**config.mk**
```make
export PLATFORM = sky130hd
export DESIGN_NAME = fsm_input_conditioner
export DESIGN_NICKNAME = d
export VERILOG_FILES = /design/src/rtl/fsm_input_conditioner.sv
export SDC_FILE = /design/constraint.sdc
export NUM_CORES = 1
export LEC_CHECK = 0
export CAP_MARGIN = 20
export CORE_UTILIZATION = 58
export CTS_BUF_LIST = sky130_fd_sc_hd__clkbuf_2 sky130_fd_sc_hd__clkbuf_4 sky130_fd_sc_hd__clkbuf_8
export DETAILED_ROUTE_END_ITERATION = 10
export GPL_TIMING_DRIVEN = 0
export PLACE_DENSITY = 0.79
export RECOVER_POWER = 25
export SYNTH_ARGS = -nofsm -noshare
export SYNTH_HDL_FRONTEND = slang
export SYNTH_SLANG_ARGS = --single-unit
export TNS_END_PERCENT = 1
```
**constraint.sdc**
```tcl
create_clock -name clk -period 3.19 [get_ports clk]
set_clock_uncertainty 0.1 [all_clocks]
set_input_delay 0.638 -clock clk [delete_from_list [all_inputs] [get_ports clk]]
set_output_delay 0.638 -clock clk [all_outputs]
set_load 0.01 [all_outputs]
```
**src/rtl/fsm_input_conditioner.sv**
```systemverilog
`default_nettype none
// -----------------------------------------------------------------------------
// fsm_input_conditioner: synchronize and debounce 3 buttons, issue one-hot cmds
// Rev 1.0
// -----------------------------------------------------------------------------
module fsm_input_conditioner #(
  parameter int DEBOUNCE_CYCLES = 16,
  parameter int CNT_W           = 8
) (
  input  logic       clk,
  input  logic       rst_n,
  input  logic [2:0] btn_raw,
  output logic [2:0] user_input,
  output logic       cmd_valid,
  output logic [2:0] btn_stable
);

  localparam logic [CNT_W-1:0] CNT_LAST = CNT_W'(DEBOUNCE_CYCLES - 1);

  typedef enum logic [1:0] {
    IDLE    = 2'd0,
    PRESSED = 2'd1,
    HELD    = 2'd2
  } state_t;

  logic [2:0]       sync1_q;
  logic [2:0]       sync2_q;
  logic [2:0]       stable_q;
  logic [2:0]       stable_d;
  logic [CNT_W-1:0] cnt_q [3];
  logic [CNT_W-1:0] cnt_d [3];
  state_t           state_q;
  state_t           state_d;
  logic [2:0]       user_q;
  logic [2:0]       user_d;
  logic             cmd_valid_q;
  logic             cmd_valid_d;
  logic [2:0]       pri_cmd;

  // A level is accepted on the DEBOUNCE_CYCLES-th consecutive differing edge.
  always_comb begin
    stable_d = stable_q;
    for (int i = 0; i < 3; i++) begin
      cnt_d[i] = '0;
      if (sync2_q[i] != stable_q[i]) begin
        if (cnt_q[i] == CNT_LAST) begin
          stable_d[i] = ~stable_q[i];
        end else begin
          cnt_d[i] = cnt_q[i] + 1'b1;
        end
      end
    end
  end

  always_comb begin
    pri_cmd = 3'b000;
    if (stable_q[2])      pri_cmd = 3'b100;
    else if (stable_q[1]) pri_cmd = 3'b010;
    else if (stable_q[0]) pri_cmd = 3'b001;
  end

  always_comb begin
    state_d     = state_q;
    user_d      = user_q;
    cmd_valid_d = 1'b0;
    case (state_q)
      IDLE: begin
        if (stable_q != 3'b000) begin
          state_d     = PRESSED;
          user_d      = pri_cmd;
          cmd_valid_d = 1'b1;
        end
      end
      PRESSED: begin
        state_d = HELD;
      end
      HELD: begin
        if (stable_q == 3'b000) begin
          state_d = IDLE;
          user_d  = 3'b000;
        end
      end
      default: begin
        state_d = IDLE;
        user_d  = 3'b000;
      end
    endcase
  end

  always_ff @(posedge clk) begin
    if (!rst_n) begin
      sync1_q     <= 3'b000;
      sync2_q     <= 3'b000;
      stable_q    <= 3'b000;
      for (int i = 0; i < 3; i++) cnt_q[i] <= '0;
      state_q     <= IDLE;
      user_q      <= 3'b000;
      cmd_valid_q <= 1'b0;
    end else begin
      sync1_q     <= btn_raw;
      sync2_q     <= sync1_q;
      stable_q    <= stable_d;
      for (int i = 0; i < 3; i++) cnt_q[i] <= cnt_d[i];
      state_q     <= state_d;
      user_q      <= user_d;
      cmd_valid_q <= cmd_valid_d;
    end
  end

  assign user_input = user_q;
  assign cmd_valid  = cmd_valid_q;
  assign btn_stable = stable_q;

endmodule
`default_nettype wire
```
Fig. 1: run 1, signal wires on met1
(6 px per um) Supply wires on this layer in grey.
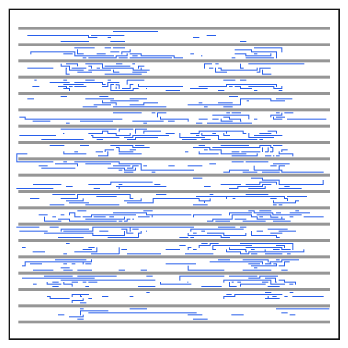
191 nets have wire on it. The layer holds 46% of the routed length. The wires run mostly horizontal. The layer carries 1440 um of wire.
drt total wl: 3130 um
met1 Use GR: 0.259
Via Count: 1393

Fig. 2: run 1, M2 wires
(4 px per um) Cells faint in the background.
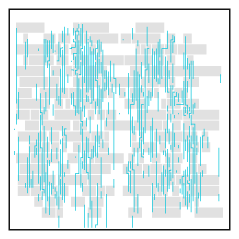
The layer holds 49% of the routed length. 183 nets have wire on it. The layer carries 1540 um of wire.
met2 Use GR: 0.408

Fig. 3: run 1, met3 routing
(6 px per um)
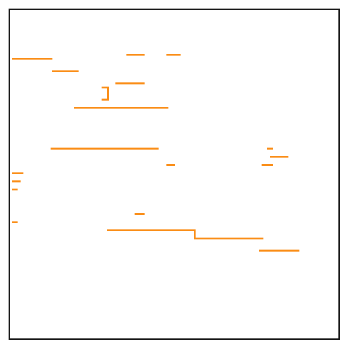
The wires run mostly horizontal. The layer carries 102 um of wire. The layer holds 3.3% of the routed length. The longest straight run is 17.7 um. 14 nets have wire on it.
met3 Usage GRT: 0.0778

==> deck_impl_summary.md, run 1 <==
Flow Results at a Glance

Die
  – Chip area: between 2000 and 3000 um^2
  – Core footprint: 2540 um^2
  – Die width: about 55 um
  – Top Ports: 12
  – Die Y: ~55 um
  – Num rows: 18
  – Tap Count: 30
  – Fp_density: 0.634

Flow run
  – OpenROAD warning count: 26
  – Max-cap viol count: 0

Power and ir drop
  – Comb. pwr: roughly 0.000018 W
  – Clock power share: 0.331
  – P_seq: between 0.0004 and 0.0005 W
  – Switching power total: 0.000163 W
  – Switch share: 0.213
  – Peak VDD IR: 0.459 mV
  – Cell Int Power: roughly 0.00060 W
  – Clock-net power: around 0.00025 W
  – Leakage: about 0.61 nW
  – Comb power frac: 0.024
  – Top pwr grp: sequential cells
  – Reg power frac: 0.645

Drt
  – Vias per cell: 6.11
  – Uppermost routed layer: met4
  – Wirelength per Cell: about 14 um
  – DRT Pass-1 Iters: 4
  – DR WL met2: roughly 1500 um
  – Residual DRC: 0
  – Routed wl met3: just over 100 um
  – Post-route ant nets: 0
  – DRT iter0 DRCs: 37
  – WL met1: around 1400 um

Critical path
  – CP Class: reg2out
  – Terminus of the critical flop-to-flop path: user_input[1]
  – Startpoint Class: flop
  – Worst Path Max Fanout: 7
  – Origin of the critical flop-to-flop path: btn_stable[2]
  – Slowest-stage cell, CP: clkdlybuf4s50_1
  – Crit-path cells: clkdlybuf4s50_1
  – R2r setup slk: 1500 ps
  – Crit end category: primary output
  – CP Capture Point: btn_stable[1]
  – Crit path buf inv count: 1
  – Worst reg2reg path depth: 4
  – CP required: 2450 ps
  – Instance count on the critical path: 1
  – Worst path max stage delay: between 500 and 600 ps
  – Worst setup path start: btn_stable[1]

Synthesis
  – Flip-flops with a built-in enable: 0
  – Mapped Area: roughly 1600 um^2
  – Cells in synth_stat.txt: about 180
  – Fa+ha+maj area frac: 0.0233
  – Dominant cell by count in the synthesized netlist: dfxtp_1
  – Synth top cells by count: dfxtp_1 (39), a21oi_1 (16), o21ai_0 (13), nor2_1 (11), or3_1 (11)
  – Simple share: 0.251
  – Yosys xor share: 0.0326
  – Seq cells post-synth: 39
  – Top FF cell, synth: dfxtp_1
  – Mapped Cells: 179
  – Top-area cell share: 0.484
  – Synth mux share: 0.00621
  – Synth async-reset ratio: 0
  – Chip Area, Yosys: 1610 um^2
  – Syn nets: about 190
  – Synth area leaders: dfxtp_1 (48%), a21oi_1 (5.0%), or3_1 (4.3%)
  – Synth Seq Share: 0.484
  – Dominant cell type by area after synthesis: dfxtp_1
  – Aoi share: 0.175
  – YS warnings: 0
  – Syn_area_per_cell: between 9 and 10 um^2
  – Top non-seq family: simple AND/OR/NAND/NOR gates
  – Cell Type Count: 35

Global routing
  – Total track usage: 0.234
  – Overflow after GRT: 0
  – Largest net degree at the start of global routing: 12
  – First-pass GRT wire length: between 4000 and 5000 um
  – Busiest grt layer: met2
  – Vias in the first global route: 1169
  – Initial antenna violation count: 0

Layout
  – Filler Cell Count: slightly below 200
  – Clock-cell share: 0.0317
  – Seq_cells: 39
  – Buffering overhead: 0.0690
  – Non-clock buffer count: 15
  – Most frequent cells in the layout: dfxtp_1 (39), a21oi_1 (16), o21ai_0 (13), or3_1 (11), nor2_1 (11)
  – Count of multi-input gates: ~130
  – Inverters excl. clock: 8
  – Clock buffer count: 7
  – Biggest Area Class: logic gates
  – Logic share of the area: 0.431
  – Top cell excl fill/tap: dfxtp_1
  – Layout cell share with drive strength beyond 1: 0.0505
  – Seq/total area: 0.431
  – Combinational gate area: between 700 and 800 um^2
  – ANT cells: 0
  – Reg area: ~800 um^2
  – Area delta synth->final: 12.4%

Final timing
  – Fin crit share: 0.674
  – FMAX: around 0.47 GHz
  – Hold Fails Final Rpt: 0
  – Relative slew slack: 0.639
  – Fin worst setup slack: between 1000 and 1500 ps
  – Worst-Margin Slew: roughly 540 ps
  – Final Max Slew Viols: 0
  – Setup_tns: 0 ps
  – RSZ-0062 raised after global routing: no
  – Endpoints failing setup: 0
  – Fin Hold WS: ~350 ps
  – Minimum clock period: between 2000 and 2500 ps

Outcome
  – Status: complete, no violations

Placed design
  – Pre-CTS WS: a little under 1000 ps
  – Dpl hpwl: 2300 um
  – Routability cong.: 0.721

Worst hold path
  – Hold Path Sink: sync2_q[1]
  – Hold Crit Start: sync1_q[1]
  – HP Class: reg2reg

CTS
  – PostCTS Resize Cnt: 0
  – H-tree depth: 2
  – Clk_lat worst skew: between 300 and 400 ps
  – TritonCTS clock tree: yes
  – CTS Buffer Depth: 2
  – Hold-fix buffers, CTS: 0
  – Num CTS Buffers: 5
  – CTS sink cnt: 39
  – Clock Root Buffer: clkbuf_4
  – Register clock-pin slew on the reported worst setup and hold paths: 100 ps
run 1: per-stage QoR:
stage                util  total power, W  instances  instance area, um^2
floorplan               -        0.000514        179                 1610
global placement    0.692        0.000523        220                 1760
detailed placement  0.692        0.000524        220                 1760
CTS                 0.714        0.000773        228                 1820
global route        0.712        0.000789        228                 1810
finish              0.712        0.000766        228                 1810
run 1: sequential cells by signal, summed over array words and instances (netlist names):
name	count
cnt_q	24
sync1_q	3
state_q	2
sync2_q	3
btn_stable	3
cmd_valid	1
user_input	3
run 1: kinds of logic (layout without fill, tap and decap cells):
logic type	Yosys count	after routing
mux	1	1
xor+xnor	6	6
simple gates	72	72
compound gates	46	46
fa+ha+maj	3	3
flops	39	39
buf+inv	12	31
==> inputs of run 2 (changes only) <==
Clock period 3.19 ns to 2.1 ns, I/O delays scaled along.
==> run 2 against run 1 <==
Effect of this change: sequential power grew 52%; hold slack stayed put; non-clock buffer count did not move; critical endpoint unchanged.
==> deck_impl_summary.md, run 2 <==
Flow Results at a Glance

Worst hold path
  – Hold Path Sink: sync2_q[1]

Synthesis
  – Syn nets: 187 (unchanged)
  – Top non-seq family: simple AND/OR/NAND/NOR gates
  – Dominant cell by count in the synthesized netlist: dfxtp_1
  – Seq cells post-synth: 39 (unchanged)
  – Aoi share: 0.175 (unchanged)
  – Chip Area, Yosys: 1610 um^2 (unchanged)
  – Synth top cells by count: dfxtp_1 (39), a21oi_1 (16), o21ai_0 (13), nor2_1 (11), or3_1 (11)
  – Top-area cell share: 0.484 (unchanged)
  – Synth Seq Share: 0.484 (unchanged)
  – Cells in synth_stat.txt: 179 (unchanged)
  – Synth area leaders: dfxtp_1 (48%), a21oi_1 (5.0%), or3_1 (4.3%)
  – Simple share: 0.251 (unchanged)
  – Mapped Area: 1610 um^2 (unchanged)
  – Synth async-reset ratio: 0 (unchanged)
  – Cell Type Count: 35 (unchanged)
  – Mapped Cells: 179 (unchanged)

Layout
  – Final Non-Filler Cells: 228 (unchanged)
  – Clock buffer count: 7 (unchanged)
  – Buffering overhead: 0.0688 (-0.000190)
  – Largest Register: cnt_q
  – ANT cells: 0 (unchanged)
  – Finished Core Util: 0.714 (+0.00197)
  – Max reg flops: 24 (unchanged)
  – Reg area: 781 um^2 (unchanged)
  – Biggest Area Class: logic gates
  – Clock-cell share: 0.0317 (-0.0000873)
  – Top cell excl fill/tap: dfxtp_1
  – Count of multi-input gates: 128 (unchanged)
  – Combinational gate area: 787 um^2 (+0.64%)

Critical path
  – Startpoint Class: flop
  – Worst Path Max Fanout: 7 (unchanged)
  – CP Capture Point: btn_stable[1]
  – Crit path buf inv count: 1 (unchanged)
  – CP required: 1580 ps (-870 ps)
  – Worst reg2reg path depth: 4 (unchanged)
  – R2r setup slk: 460 ps (-1040 ps)
  – Slowest-stage cell, CP: clkdlybuf4s50_1
  – Crit end category: primary output

Outcome
  – Status: complete, no violations

Drt
  – Uppermost routed layer: met4
  – Residual DRC: 0 (unchanged)
  – DR WL met2: 1540 um (unchanged)
  – Drt total wl: 3130 um (about the same)

Flow run
  – OpenROAD warning count: 26 (unchanged)

Final timing
  – Worst-Margin Slew: 427 ps (-111 ps)
  – FMAX: roughly 0.5 GHz
  – Hold Fails Final Rpt: 0 (unchanged)
  – Setup_tns: 0 ps (unchanged)
  – Minimum clock period: between 1500 and 2000 ps
  – Final Max Slew Viols: 0 (unchanged)
  – Fin worst setup slack: 152 ps (-888 ps)

CTS
  – Clock Root Buffer: clkbuf_4
  – Hold-fix buffers, CTS: 0 (unchanged)
  – TritonCTS clock tree: yes
  – Register clock-pin slew on the reported worst setup and hold paths: 100 ps (about the same)
  – Num CTS Buffers: 5 (unchanged)
  – Clk_lat worst skew: 340 ps (about the same)

Power and ir drop
  – Total power: 0.00116 W (+52%)
  – Clock power share: 0.331 (about the same)
  – Cell Int Power: 0.000915 W (+52%)
  – Comb power frac: 0.023 (about the same)
  – Switch share: 0.213 (-0.000447)

Die
  – Tap Count: 30 (unchanged)
  – Chip area: 3000 um^2 (unchanged)
  – Fp_density: 0.634 (unchanged)

Global routing
  – Overflow after GRT: 0 (unchanged)
  – Total track usage: 0.234 (unchanged)
  – Busiest grt layer: met2
  – Met1 Use GR: 0.259 (unchanged)
  – Met3 Usage GRT: 0.0778 (unchanged)

Placed design
  – Dpl hpwl: 2300 um (unchanged)
  – Placed instance count: 220 (unchanged)
[run 2: cell counts after synthesis]
Identical to the previous run, type by type.
[run 2: power groups by stage]
| stage | combinational [W] | sequential, W | clock [W] |
|---|---|---|---|
| 2_1_floorplan | 0.0000142 | 0.000767 | 0 |
| 3_3_place_gp | 0.0000267 | 0.000767 | 0 |
| 3_5_place_dp | 0.0000278 | 0.000768 | 0 |
| 4_1_cts | 0.0000280 | 0.000751 | 0.000396 |
| 5_1_grt | 0.0000303 | 0.000752 | 0.000417 |
| 6_report | 0.0000273 | 0.000751 | 0.000385 |
[run 2: per-stage QoR]
stage / cell area [um^2] / hold slack [ps]
after global routing: 1820 / 364
after detailed placement: 1760 / 325
after CTS: 1820 / 351
after global placement: 1760 / 315
after floorplan: 1610 / 312
final: 1820 / 347
Fig. 4: run 2, pin map
(6 px per um) Pins as bars across the die edge, other pins in grey.
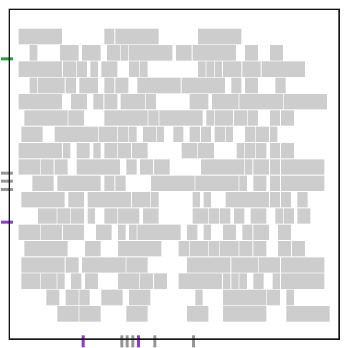
Key: clk = green [pins 1, direction input, edge west]; user_input = purple [pins 3, direction output, edge 2 south, 1 west]
I/O Buffers: 11
Die Y: 54.7 um
die width: 54.7 um

Power is estimated from default activity; no workload was simulated.
